File: config.mk
export PLATFORM = sky130hd
export DESIGN_NAME = dff_rr_arbiter_flat
export DESIGN_NICKNAME = d
export VERILOG_FILES = /design/src/rtl/dff_arb_pkg.sv /design/src/rtl/dff_rr_arbiter_if.sv /design/src/rtl/dff_rr_pick.sv /design/src/rtl/dff_rr_arbiter.sv /design/src/flat_wrapper.sv
export SDC_FILE = /design/constraint.sdc
export NUM_CORES = 1
export LEC_CHECK = 0
export ABC_AREA = 1
export CAP_MARGIN = 30
export CORE_MARGIN = 1
export CORE_UTILIZATION = 40
export CTS_CLUSTER_SIZE = 40
export DETAILED_ROUTE_END_ITERATION = 8
export DONT_BUFFER_PORTS = 1
export PLACE_DENSITY = 0.51
export RECOVER_POWER = 25
export SETUP_SLACK_MARGIN = 0.3
export SLEW_MARGIN = 25
export SYNTH_ARGS = -nofsm -noshare
export SYNTH_HDL_FRONTEND = slang
export SYNTH_HIERARCHICAL = 1
export SYNTH_SLANG_ARGS = --single-unit
File: constraint.sdc
create_clock -name clk -period 3.9 [get_ports clk]
set_input_delay 0.78 -clock clk [delete_from_list [all_inputs] [get_ports clk]]
set_output_delay 0.78 -clock clk [all_outputs]
set_load 0.005 [all_outputs]
File: src/rtl/dff_arb_pkg.sv
// Shared types and constants for the round-robin shared capture register.
package dff_arb_pkg;

    typedef enum logic {
        IDLE = 1'b0,
        BUSY = 1'b1
    } arb_state_t;

    localparam arb_state_t STATE_RST   = IDLE;
    localparam logic       Q_VALID_RST = 1'b0;

    // An index field is never narrower than one bit, even for a single slot.
    function automatic int clog2_min1(input int n);
        return (n <= 2) ? 1 : $clog2(n);
    endfunction

endpackage

File: src/rtl/dff_rr_arbiter_if.sv
// Requester bus plus shared-register outputs of the round-robin capture arbiter.
interface dff_rr_arbiter_if
    import dff_arb_pkg::*;
#(
    parameter int NREQ = 4,
    parameter int DW   = 1
);
    localparam int SW = clog2_min1(NREQ);

    // Requester i transfers on a rising edge where req_valid[i] & req_ready[i];
    // it holds req_valid[i] and its word stable until then, and req_ready is
    // one-hot (or zero) and never depends on req_data.
    logic [NREQ-1:0]    req_valid;
    logic [NREQ*DW-1:0] req_data;
    logic [NREQ-1:0]    req_ready;
    logic [DW-1:0]      q;
    logic               q_valid;
    logic [SW-1:0]      q_src;
    logic               busy;
    arb_state_t         dbg_state;
    logic [SW-1:0]      dbg_ptr;

    modport master (
        output req_valid, req_data,
        input  req_ready, q, q_valid, q_src, busy, dbg_state, dbg_ptr
    );

    modport slave (
        input  req_valid, req_data,
        output req_ready, q, q_valid, q_src, busy, dbg_state, dbg_ptr
    );

endinterface

File: src/rtl/dff_rr_pick.sv
// Rotating priority encoder: first set bit of req at or after base, wrapping.
module dff_rr_pick #(
    parameter int NREQ = 4,
    parameter int SW   = 2
) (
    input  logic [NREQ-1:0] req,
    input  logic [SW-1:0]   base,
    output logic [NREQ-1:0] gnt,
    output logic [SW-1:0]   gnt_idx,
    output logic            any
);

    localparam int IW = SW + 1;

    logic [IW-1:0] idx;

    always_comb begin
        gnt     = '0;
        gnt_idx = '0;
        any     = 1'b0;
        idx     = '0;
        for (int k = 0; k < NREQ; k++) begin
            // base is always below NREQ, so one subtraction is enough to wrap.
            idx = {1'b0, base} + IW'(k);
            if (idx >= IW'(NREQ)) begin
                idx = idx - IW'(NREQ);
            end
            if (!any && req[idx[SW-1:0]]) begin
                gnt[idx[SW-1:0]] = 1'b1;
                gnt_idx          = idx[SW-1:0];
                any              = 1'b1;
            end
        end
    end

endmodule

File: src/rtl/dff_rr_arbiter.sv
// Round-robin arbiter feeding one shared capture register, with a hold window
// of HOLD busy cycles after every capture.
module dff_rr_arbiter
    import dff_arb_pkg::*;
#(
    parameter int            NREQ    = 4,
    parameter int            DW      = 1,
    parameter int            HOLD    = 2,
    parameter logic [DW-1:0] RST_VAL = '0
) (
    input  logic           clk,
    input  logic           rst,
    dff_rr_arbiter_if.slave bus
);

    localparam int            SW       = clog2_min1(NREQ);
    localparam int            CW       = clog2_min1(HOLD + 1);
    localparam logic [CW-1:0] CNT_LOAD = CW'(HOLD > 0 ? HOLD - 1 : 0);
    localparam logic [SW-1:0] LAST_IDX = SW'(NREQ - 1);

    arb_state_t    state_q, state_d;
    logic [SW-1:0] ptr_q, ptr_d;
    logic [CW-1:0] cnt_q, cnt_d;
    logic [DW-1:0] q_q, q_d;
    logic          q_valid_q, q_valid_d;
    logic [SW-1:0] q_src_q, q_src_d;

    logic [NREQ-1:0] gnt;
    logic [SW-1:0]   gnt_idx;
    logic            gnt_any;
    logic            grant_en;
    logic            xfer;
    logic [DW-1:0]   sel_data;

    dff_rr_pick #(
        .NREQ (NREQ),
        .SW   (SW)
    ) u_pick (
        .req     (bus.req_valid),
        .base    (ptr_q),
        .gnt     (gnt),
        .gnt_idx (gnt_idx),
        .any     (gnt_any)
    );

    // rst gates the grant directly so nothing is offered while reset is held.
    assign grant_en = (state_q == IDLE) && !rst;
    assign xfer     = grant_en && gnt_any;

    always_comb begin
        sel_data = '0;
        for (int k = 0; k < NREQ; k++) begin
            if (gnt[k]) begin
                sel_data = bus.req_data[k*DW +: DW];
            end
        end
    end

    always_comb begin
        state_d   = state_q;
        ptr_d     = ptr_q;
        cnt_d     = cnt_q;
        q_d       = q_q;
        q_src_d   = q_src_q;
        q_valid_d = 1'b0;
        case (state_q)
            IDLE: begin
                if (xfer) begin
                    q_d       = sel_data;
                    q_src_d   = gnt_idx;
                    q_valid_d = 1'b1;
                    ptr_d     = (gnt_idx == LAST_IDX) ? '0 : gnt_idx + 1'b1;
                    if (HOLD > 0) begin
                        state_d = BUSY;
                        cnt_d   = CNT_LOAD;
                    end
                end
            end
            BUSY: begin
                if (cnt_q == '0) begin
                    state_d = IDLE;
                end else begin
                    cnt_d = cnt_q - 1'b1;
                end
            end
            default: state_d = IDLE;
        endcase
    end

    always_ff @(posedge clk or posedge rst) begin
        if (rst) begin
            state_q   <= STATE_RST;
            ptr_q     <= '0;
            cnt_q     <= '0;
            q_q       <= RST_VAL;
            q_valid_q <= Q_VALID_RST;
            q_src_q   <= '0;
        end else begin
            state_q   <= state_d;
            ptr_q     <= ptr_d;
            cnt_q     <= cnt_d;
            q_q       <= q_d;
            q_valid_q <= q_valid_d;
            q_src_q   <= q_src_d;
        end
    end

    assign bus.req_ready = grant_en ? gnt : '0;
    assign bus.q         = q_q;
    assign bus.q_valid   = q_valid_q;
    assign bus.q_src     = q_src_q;
    assign bus.busy      = (state_q == BUSY);
    assign bus.dbg_state = state_q;
    assign bus.dbg_ptr   = ptr_q;

    a_ready_onehot: assert property (@(posedge clk) disable iff (rst)
        $onehot0(bus.req_ready));
    a_ready_needs_valid: assert property (@(posedge clk) disable iff (rst)
        (bus.req_ready & ~bus.req_valid) == '0);
    a_no_grant_busy: assert property (@(posedge clk) disable iff (rst)
        (state_q == BUSY) |-> (bus.req_ready == '0));

endmodule

File: src/flat_wrapper.sv
// flat-port wrapper written by rule: the top's interface ports become plain ports
module dff_rr_arbiter_flat import dff_arb_pkg::*;
#(
    parameter int            NREQ    = 4,
    parameter int            DW      = 1,
    parameter int            HOLD    = 2,
    parameter logic [DW-1:0] RST_VAL = '0
)
  (clk, rst, bus_req_valid, bus_req_data, bus_req_ready, bus_q, bus_q_valid, bus_q_src, bus_busy, bus_dbg_state, bus_dbg_ptr);
  dff_rr_arbiter_if #(.NREQ(NREQ), .DW(DW)) bus_i ();
  input  logic clk;
  input  logic rst;
  input wire logic [$bits(bus_i.req_valid)-1:0] bus_req_valid;
  input wire logic [$bits(bus_i.req_data)-1:0] bus_req_data;
  output wire logic [$bits(bus_i.req_ready)-1:0] bus_req_ready;
  output wire logic [$bits(bus_i.q)-1:0] bus_q;
  output wire logic [$bits(bus_i.q_valid)-1:0] bus_q_valid;
  output wire logic [$bits(bus_i.q_src)-1:0] bus_q_src;
  output wire logic [$bits(bus_i.busy)-1:0] bus_busy;
  output wire logic [$bits(bus_i.dbg_state)-1:0] bus_dbg_state;
  output wire logic [$bits(bus_i.dbg_ptr)-1:0] bus_dbg_ptr;
  assign bus_i.req_valid = bus_req_valid;
  assign bus_i.req_data = bus_req_data;
  assign bus_req_ready = bus_i.req_ready;
  assign bus_q = bus_i.q;
  assign bus_q_valid = bus_i.q_valid;
  assign bus_q_src = bus_i.q_src;
  assign bus_busy = bus_i.busy;
  assign bus_dbg_state = bus_i.dbg_state;
  assign bus_dbg_ptr = bus_i.dbg_ptr;
  dff_rr_arbiter #(.NREQ(NREQ), .DW(DW), .HOLD(HOLD), .RST_VAL(RST_VAL)) u_core (.clk(clk), .rst(rst), .bus(bus_i));
endmodule
Fig. 1: track usage over the die
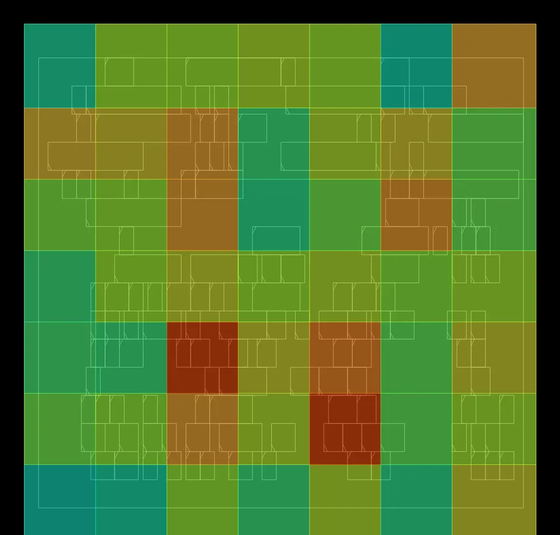
total track usage: 18.0%
met2 layer usage reported by global route: 29.3%

Fig. 2: clock distribution
The bar under the picture is 10 um long.
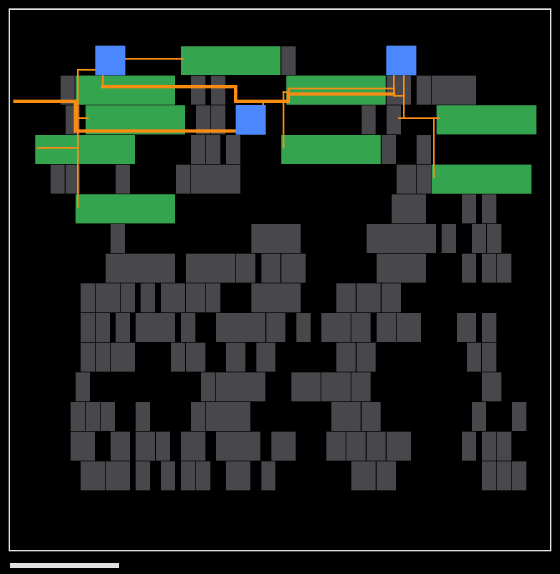
- clock wires: orange (length 117 um)
- clock drivers: blue (count 3)
- flip-flops: green (count 9)
- routed clock nets: 4

==> notes.md <==
Implementation progress

The number of distinct library cells after synthesis stands at 20. The final antenna diode count stands at 0. The number of hold buffers added after CTS was 0. The total negative slack stands at 0 ps.

Per the Yosys statistics, synthesis produced ~130 cells. The number of I/O pins stands at 22. The internal cell power stands at 0.396 mW. Sorting the Yosys area breakdown by cell type puts at the top sky130_fd_sc_hd__dfrtp_1. The fraction of the yosys area taken by sequential cells stands at roughly 25%.

The tool warning count for the run is 30. The total die size stands at 0.00245 mm2. In this run the cell area of the synthesized design comes to roughly 900 um2. The clock latency on the worst-skew pair stands at 260 ps. The startpoint identified for the worst register-to-register timing path is u_core/bus.dbg_ptr[0]$_DFFE_PP0P_.

The worst hold margin stands at 405 ps. The detailed-route vias per instance stands at about 5.1. STA puts the critical path data required time at ~3100 ps.

The detailed router reported a total wirelength of 1890 um. The count of buffers added on input and output ports is 0. For this run, the post-layout net count is ~150. The capture point of the critical path was reported as bus_req_ready[2]. The number of cells on the worst reg-to-reg path is 11. In this run the vertical extent of the chip is roughly 50 um. The via count of the first global-routing pass stands at 792.

In the layout the commonest cells are 36 x sky130_fd_sc_hd__nand2_1, 17 x sky130_fd_sc_hd__inv_1, 15 x sky130_fd_sc_hd__nand3_1. The routed design could run at a clock period as short as 3250 ps. The number of DRC violations after detailed routing stands at 0. The area of the core region stands at 0.00204 mm2. TritonCTS built the clock tree. In this run the clock root is driven by a sky130_fd_sc_hd__clkbuf_4. The filler cells instantiated in the layout total 225. The horizontal die dimension stands at 49.5 um. STA lists the endpoint of the worst register-to-register path as u_core/bus.dbg_ptr[1]$_DFFE_PP0P_. The final tally of setup violations stands at 0. The number of levels the H-tree was split into stands at 1. The first-pass detailed-route iteration total stands at 4. Entering global routing, the biggest net connects 14 pins. Counting the warning lines in the Yosys log gives 6. STA classifies the critical path startpoint as a register.

The number of buffers added for setup after CTS stands at 0. No sink is reached through more buffers than the 2 on the longest clock path. The post-synthesis sequential element count stands at 9. The worst setup path is captured at a primary output.

After global routing the overflow that remains totals 0. The row count stands at 16. The initial standard-cell utilization of the core stands at 44.2%. The portion of total power attributed to sequential cells stands at 20.8%. Headroom to the max-slew limit came out at 70.5%.

The portion of the clock cycle consumed by the worst path in the final layout stands at 83.3%. The detail-routed net length per standard cell stands at 11.7 um. The largest voltage drop on the vdd net stands at between 0.0004 and 0.0005 V. The number of routed nets with antenna violations stands at 0. The switching part of the total stands at 57.1%.

At the pin with the least slew margin, the transition time is 441 ps. The flow reports an fmax of 308 MHz. The total power draw stands at between 0.9 and 1 mW. The clock sink count stands at 9. The flow measured a signed area growth from synthesis to layout of 4.57%. The register-to-register setup slack stands at 1410 ps. After layout, the setup clock skew is reported as 2.54 ps. Summed over all nets, the half-perimeter wirelength after detailed placement is between 1000 and 1500 um. The flow ran to the end, and the final reports show no timing, DRC or antenna violations. The worst hold path belongs to the class in2async. Per the OpenROAD power report, leakage power amounts to between 0.5 and 0.6 nW. After synthesis, the largest area contributor takes up approximately a quarter of total cell area. For the worst setup path, the data arrival time is about 2500 ps. TritonCTS created 3 clock buffers.

In the setup report, the worst path falls into the class reg2out. The synthesized net count stands at 149. The number of antenna violations at the first check in global routing is 0. The number of pins with negative max-slew slack in the final report stands at 0. The number of vias after detailed routing stands at 824. Dividing total power by cell area gives a power density of 977 mW/mm2. The average size of a mapped cell stands at between 6 and 7 um2. Tracing the worst setup path back leads to its startpoint at u_core/bus.dbg_ptr[0]$_DFFE_PP0P_. By area the synthesized netlist is led by sky130_fd_sc_hd__dfrtp_1 25%, sky130_fd_sc_hd__nand2_1 15%, sky130_fd_sc_hd__ha_1 9.7%, sky130_fd_sc_hd__nand3_1 8.3%, sky130_fd_sc_hd__inv_1 6.6%.

The net load switching power stands at 0.527 mW. The cell count after synthesis came out at ~130. Per the final layout report, the fraction of cells sized above drive strength 1 comes to 14.9%. The combinational share of power stands at 71.7%. Post-CTS repair ended up resizing 0 cells. The tool flagged a number of max-cap violations equal to 0.

The first-pass GRT wire length stands at 3420 um. Clock-pin slew was measured on the worst setup and hold paths at 60 ps.
Fig. 3: gate-type map
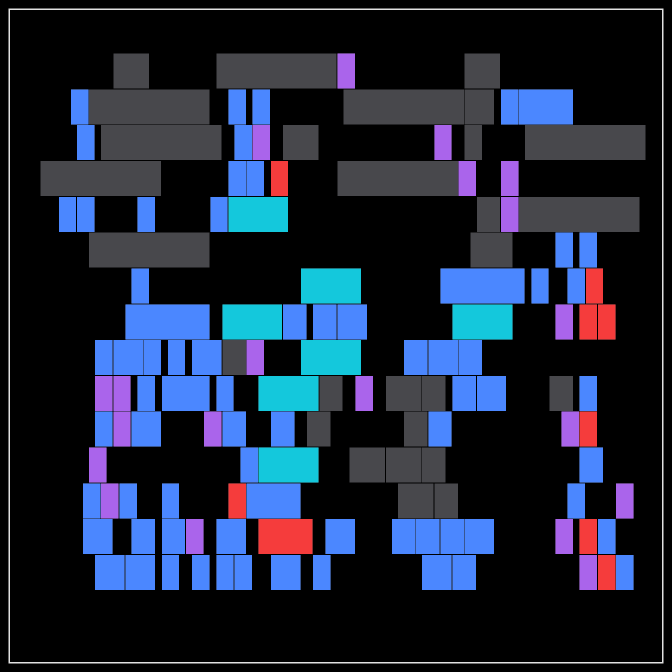
- inverters: purple (cells 20; where all over the die)
- adder and majority cells: cyan (cells 7; where middle)
- NAND gates: blue (cells 70; where all over the die)
- NOR gates: red (cells 9)
most frequently placed logic cell in the final layout: sky130_fd_sc_hd__nand2_1
Cell Count, Final, Fillers Out: 161
Comb/total area: 61.9%

synthesized netlist by cell type:
library cell                n
sky130_fd_sc_hd__nand2_1   36
sky130_fd_sc_hd__inv_1     16
sky130_fd_sc_hd__nand3_1   15
sky130_fd_sc_hd__dfrtp_1    9
sky130_fd_sc_hd__a21oi_1    8
sky130_fd_sc_hd__nor2_1     8
sky130_fd_sc_hd__ha_1       7
sky130_fd_sc_hd__nand2_2    7
sky130_fd_sc_hd__nand4_1    7
sky130_fd_sc_hd__a21boi_0   4
sky130_fd_sc_hd__inv_2      4
sky130_fd_sc_hd__nand2_4    2
sky130_fd_sc_hd__nand3_4    2
sky130_fd_sc_hd__buf_4      1
sky130_fd_sc_hd__buf_6      1
sky130_fd_sc_hd__nand3_2    1
sky130_fd_sc_hd__nor2_4     1
sky130_fd_sc_hd__o21ai_1    1
sky130_fd_sc_hd__o21ai_2    1
sky130_fd_sc_hd__o22ai_1    1
stage by stage:
step / instance area, um2 / util [%] / worst slack, ps / std cells
finish: 945 / 46.3 / 650 / 161
global route: 945 / 46.3 / 387 / 161
CTS: 945 / 46.3 / 681 / 161
detailed placement: 918 / 45.0 / 969 / 157
global placement: 918 / 45.0 / 1020 / 157
floorplan: 903 / - / 1310 / 132
power by group through the flow:
| stage | sequential (mW) | clock, mW | combinational, mW |
|---|---|---|---|
| 6_report | 0.192 | 0.0693 | 0.662 |
| 5_1_grt | 0.201 | 0.0801 | 0.772 |
| 4_1_cts | 0.193 | 0.0733 | 0.664 |
| 3_5_place_dp | 0.195 | 0 | 0.657 |
| 3_3_place_gp | 0.194 | 0 | 0.652 |
| 2_1_floorplan | 0.181 | 0 | 0.570 |
flip-flops by register name (all words and copies together), names as in the netlist:
signal              flops
u_core/bus.q_valid      1
u_core/cnt_q            2
u_core/bus.busy         1
u_core/bus.q_src        2
u_core/bus.q            1
u_core/bus.dbg_ptr      2
cell type report:
cell class | count | area (um2) | share of cell area [%]
Multi-Input combinational cell | 101 | 584 | 61.9
Sequential cell | 9 | 225 | 23.8
Tap cell | 27 | 33.8 | 3.58
Clock buffer | 4 | 26.3 | 2.78
Inverter | 20 | 75.1 | 7.95
kinds of logic (layout without fill, tap and decap cells):
logic type | Yosys count | after routing | share of synthesized area, %
AOI/OAI and AO/OA | 15 | 15 | 9.97
adders and majority gates | 7 | 7 | 9.69
buffers and inverters | 22 | 24 | 10.4
DFF | 9 | 9 | 24.9
and+or+nand+nor | 79 | 79 | 45.0
worst max-delay path, stage by stage, from the launching register on:
cell and delay [ps]:
sky130_fd_sc_hd__dfrtp_1 570, sky130_fd_sc_hd__inv_2 180, sky130_fd_sc_hd__ha_1 400, sky130_fd_sc_hd__inv_1 100
sky130_fd_sc_hd__nand3_1 80, sky130_fd_sc_hd__nand2_1 50, sky130_fd_sc_hd__nor2_1 360, sky130_fd_sc_hd__a21oi_1 130
sky130_fd_sc_hd__nand3_1 140, sky130_fd_sc_hd__inv_1 60, sky130_fd_sc_hd__nor2_1 130
routing by layer:
layer | wire length (um) | GRT usage, %
met5 | 0 | 0
met4 | 16 | 2.86
met3 | 151 | 8.02
met2 | 833 | 29.3
met1 | 888 | 22.0
Power figures rest on the tool's default switching activity, not on a simulated workload.
